<file path="src/rtl/r4w_axil_cmd_master.sv">
// r4w_axil_cmd_master: single-outstanding AXI4-Lite master driven by a valid/ready command port
// Ports: clk/rst (sync, active-high); cmd_* command in (cmd_ready high only in IDLE);
//        rsp_* response out (rdata, resp, timeout); busy = not IDLE; m_axi_* AXI4-Lite master.
// Option: define R4W_AXIL_TIMEOUT_EN to abort a stalled transaction after TIMEOUT_CYCLES clocks
//         with rsp_timeout=1, rsp_resp=SLVERR, rsp_rdata=0.
module r4w_axil_cmd_master #(
    parameter int ADDR_WIDTH     = 8,
    parameter int DATA_WIDTH     = 32,
    parameter int TIMEOUT_CYCLES = 256
) (
    input  logic                    clk,
    input  logic                    rst,
    input  logic                    cmd_valid,
    output logic                    cmd_ready,
    input  logic                    cmd_write,
    input  logic [ADDR_WIDTH-1:0]   cmd_addr,
    input  logic [DATA_WIDTH-1:0]   cmd_wdata,
    input  logic [DATA_WIDTH/8-1:0] cmd_wstrb,
    output logic                    rsp_valid,
    input  logic                    rsp_ready,
    output logic [DATA_WIDTH-1:0]   rsp_rdata,
    output logic [1:0]              rsp_resp,
    output logic                    rsp_timeout,
    output logic                    busy,
    output logic [ADDR_WIDTH-1:0]   m_axi_awaddr,
    output logic [2:0]              m_axi_awprot,
    output logic                    m_axi_awvalid,
    input  logic                    m_axi_awready,
    output logic [DATA_WIDTH-1:0]   m_axi_wdata,
    output logic [DATA_WIDTH/8-1:0] m_axi_wstrb,
    output logic                    m_axi_wvalid,
    input  logic                    m_axi_wready,
    input  logic [1:0]              m_axi_bresp,
    input  logic                    m_axi_bvalid,
    output logic                    m_axi_bready,
    output logic [ADDR_WIDTH-1:0]   m_axi_araddr,
    output logic [2:0]              m_axi_arprot,
    output logic                    m_axi_arvalid,
    input  logic                    m_axi_arready,
    input  logic [DATA_WIDTH-1:0]   m_axi_rdata,
    input  logic [1:0]              m_axi_rresp,
    input  logic                    m_axi_rvalid,
    output logic                    m_axi_rready
);
    if (DATA_WIDTH != 32 || TIMEOUT_CYCLES < 2 || TIMEOUT_CYCLES > 65535) begin : g_param_check
        $error("r4w_axil_cmd_master: unsupported DATA_WIDTH or TIMEOUT_CYCLES");
    end

    typedef enum logic [2:0] {IDLE, WR, WR_B, RD_A, RD_R, RSP} state_t;

    state_t                  state, state_n;
    logic [ADDR_WIDTH-1:0]   addr_q;
    logic [DATA_WIDTH-1:0]   wdata_q, rdata_q, rdata_n;
    logic [DATA_WIDTH/8-1:0] wstrb_q;
    logic [1:0]              resp_q, resp_n;
    logic                    tmo_q, tmo_n;
    logic                    aw_q, w_q, ar_q, aw_done, w_done;
    logic                    aw_fin, w_fin, tmo, abort;

`ifdef R4W_AXIL_TIMEOUT_EN
    logic [15:0] cnt;
    assign tmo = state inside {WR, WR_B, RD_A, RD_R} && cnt == 16'(TIMEOUT_CYCLES);
    always_ff @(posedge clk)
        cnt <= (rst || state == IDLE) ? 16'd0 : cnt + 16'd1;
`else
    assign tmo = 1'b0;
`endif

    // A channel counts as finished if it completed earlier or handshakes this cycle.
    assign aw_fin = aw_done || (aw_q && m_axi_awready);
    assign w_fin  = w_done || (w_q && m_axi_wready);

    always_comb begin
        state_n = state;
        resp_n  = resp_q;
        rdata_n = rdata_q;
        tmo_n   = tmo_q;
        abort   = 1'b0;
        case (state)
            IDLE: if (cmd_valid) state_n = cmd_write ? WR : RD_A;
            WR:   if (aw_fin && w_fin) state_n = WR_B;
            WR_B: if (m_axi_bvalid) begin
                state_n = RSP;
                resp_n  = m_axi_bresp;
                rdata_n = '0;
                tmo_n   = 1'b0;
            end
            RD_A: if (m_axi_arready && ar_q) state_n = RD_R;
            RD_R: if (m_axi_rvalid) begin
                state_n = RSP;
                resp_n  = m_axi_rresp;
                rdata_n = m_axi_rdata;
                tmo_n   = 1'b0;
            end
            RSP:  if (rsp_ready) state_n = IDLE;
            default: state_n = IDLE;
        endcase
        // A B/R handshake in the expiry cycle still wins; otherwise the watchdog aborts.
        if (tmo && state_n != RSP) begin
            abort   = 1'b1;
            state_n = RSP;
            resp_n  = 2'b10;
            rdata_n = '0;
            tmo_n   = 1'b1;
        end
    end

    always_ff @(posedge clk) begin
        if (rst) begin
            state   <= IDLE;
            aw_q    <= 1'b0;
            w_q     <= 1'b0;
            ar_q    <= 1'b0;
            aw_done <= 1'b0;
            w_done  <= 1'b0;
            resp_q  <= '0;
            rdata_q <= '0;
            tmo_q   <= 1'b0;
        end else begin
            state   <= state_n;
            resp_q  <= resp_n;
            rdata_q <= rdata_n;
            tmo_q   <= tmo_n;
            // Valids launch on the first cycle of WR/RD_A and drop only on their own handshake.
            aw_q    <= state == WR && !abort && (aw_q ? !m_axi_awready : !aw_done);
            w_q     <= state == WR && !abort && (w_q ? !m_axi_wready : !w_done);
            ar_q    <= state == RD_A && !abort && !(ar_q && m_axi_arready);
            aw_done <= state == WR && aw_fin;
            w_done  <= state == WR && w_fin;
            if (state == IDLE && cmd_valid) begin
                addr_q  <= cmd_addr;
                wdata_q <= cmd_wdata;
                wstrb_q <= cmd_wstrb;
            end
        end
    end

    assign cmd_ready     = state == IDLE;
    assign busy          = state != IDLE;
    assign rsp_valid     = state == RSP;
    assign rsp_rdata     = rdata_q;
    assign rsp_resp      = resp_q;
    assign rsp_timeout   = tmo_q;
    assign m_axi_awaddr  = addr_q;
    assign m_axi_awprot  = 3'b000;
    assign m_axi_awvalid = aw_q;
    assign m_axi_wdata   = wdata_q;
    assign m_axi_wstrb   = wstrb_q;
    assign m_axi_wvalid  = w_q;
    assign m_axi_bready  = state == WR_B;
    assign m_axi_araddr  = addr_q;
    assign m_axi_arprot  = 3'b000;
    assign m_axi_arvalid = ar_q;
    assign m_axi_rready  = state == RD_R;
endmodule

</file>
<file path="config.mk">
export PLATFORM = sky130hd
export DESIGN_NAME = r4w_axil_cmd_master
export DESIGN_NICKNAME = d
export VERILOG_FILES = /design/src/rtl/r4w_axil_cmd_master.sv
export SDC_FILE = /design/constraint.sdc
export NUM_CORES = 1
export LEC_CHECK = 0
export CAP_MARGIN = 20
export CORE_MARGIN = 4
export CORE_UTILIZATION = 35
export DETAILED_ROUTE_END_ITERATION = 10
export PLACE_DENSITY = 0.81
export SYNTH_ARGS = -nofsm -noshare
export SYNTH_HDL_FRONTEND = slang
export SYNTH_SLANG_ARGS = --single-unit
</file>
<file path="constraint.sdc">
create_clock -name clk -period 5.2 [get_ports clk]
set_clock_uncertainty 0.1 [all_clocks]
set_input_delay 1.04 -clock clk [delete_from_list [all_inputs] [get_ports clk]]
set_output_delay 1.04 -clock clk [all_outputs]
set_load 0.01 [all_outputs]
</file>
==> images/metal_density.png <==
21 x 21 tiles, from dark blue (low) to red (high), scaled to the fullest tile. Values are wire area over tile area, all layers added.
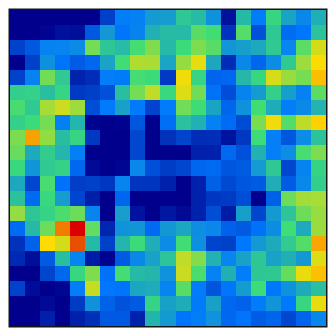
- fullest tile: 0.41
- mean over tiles: 0.13
- emptiest ninth of the die: centre
- densest ninth of the die: top centre
- tiles over half the peak: 19%
- nearly empty tiles: 10%
GRT Total Usage: 0.1476
per-cell routed wire length: 16.17 µm
total via count after detailed routing: 2464
WL final: 8717 µm

==> notes.md <==
flow finished, numbers: Met1 Routed Length=3421 µm, drt via density=4.571, total negative slack=0 ns, Met2 Wirelength=4346 µm, CTS Buffer Depth=2, setup ws final=2.014 ns, cell types occupying the most area after synthesis=edfxtp_1 (39%), dfxtp_1 (25%), a22oi_2 (11%), synthesized area per cell=14.65 µm², post-place instance area=5192 µm², P_seq=846 µW, hold-critical path depth=2, slowest stage delay, CP=0.64 ns, Reg area=2162 µm², number of distinct library cell variants in the gate-level netlist after synthesis=41, setup repair after global routing missed its margin=no, CP Cell Sequence=nor2b_1 > and2_1 > clkdlybuf4s50_1, layout overhead on the synthesized area=58.37%, # setup viols final=0, global route overflow=0, met3 GRT Util=0.05768, area of all placed cells without fillers=5384 µm², sink of the worst hold path=rsp_rdata[19], sum of met3 wire segment lengths after detailed routing=870 µm, worst r2r dst=rsp_resp[1], chip area line of the yosys report=3400 µm², number of non-clock buffers in the layout=185, top comb family, area=AND-OR/OR-AND gates, standby leakage power=0.001817 µW, result of the run=complete, no violations, multi-input combinational cell area=1016 µm², r2r setup slk=2.92 ns, Post-synth seq share=0.6360
==> images/placement.png <==
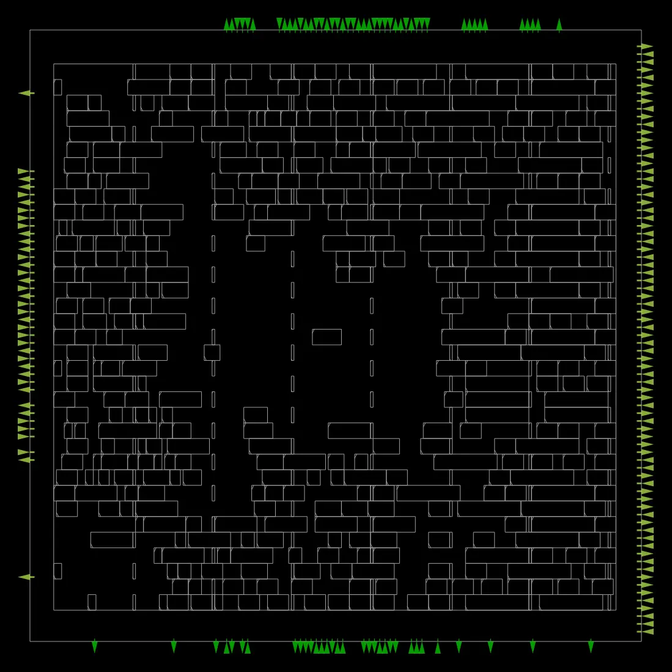
share of the final layout cell area in sequential cells: 0.4016
fraction of the core area covered by cells at the end of the flow: 0.5772
std cell rows: 35
# Taps: 129

Power figures rest on the tool's default switching activity, not on a simulated workload.
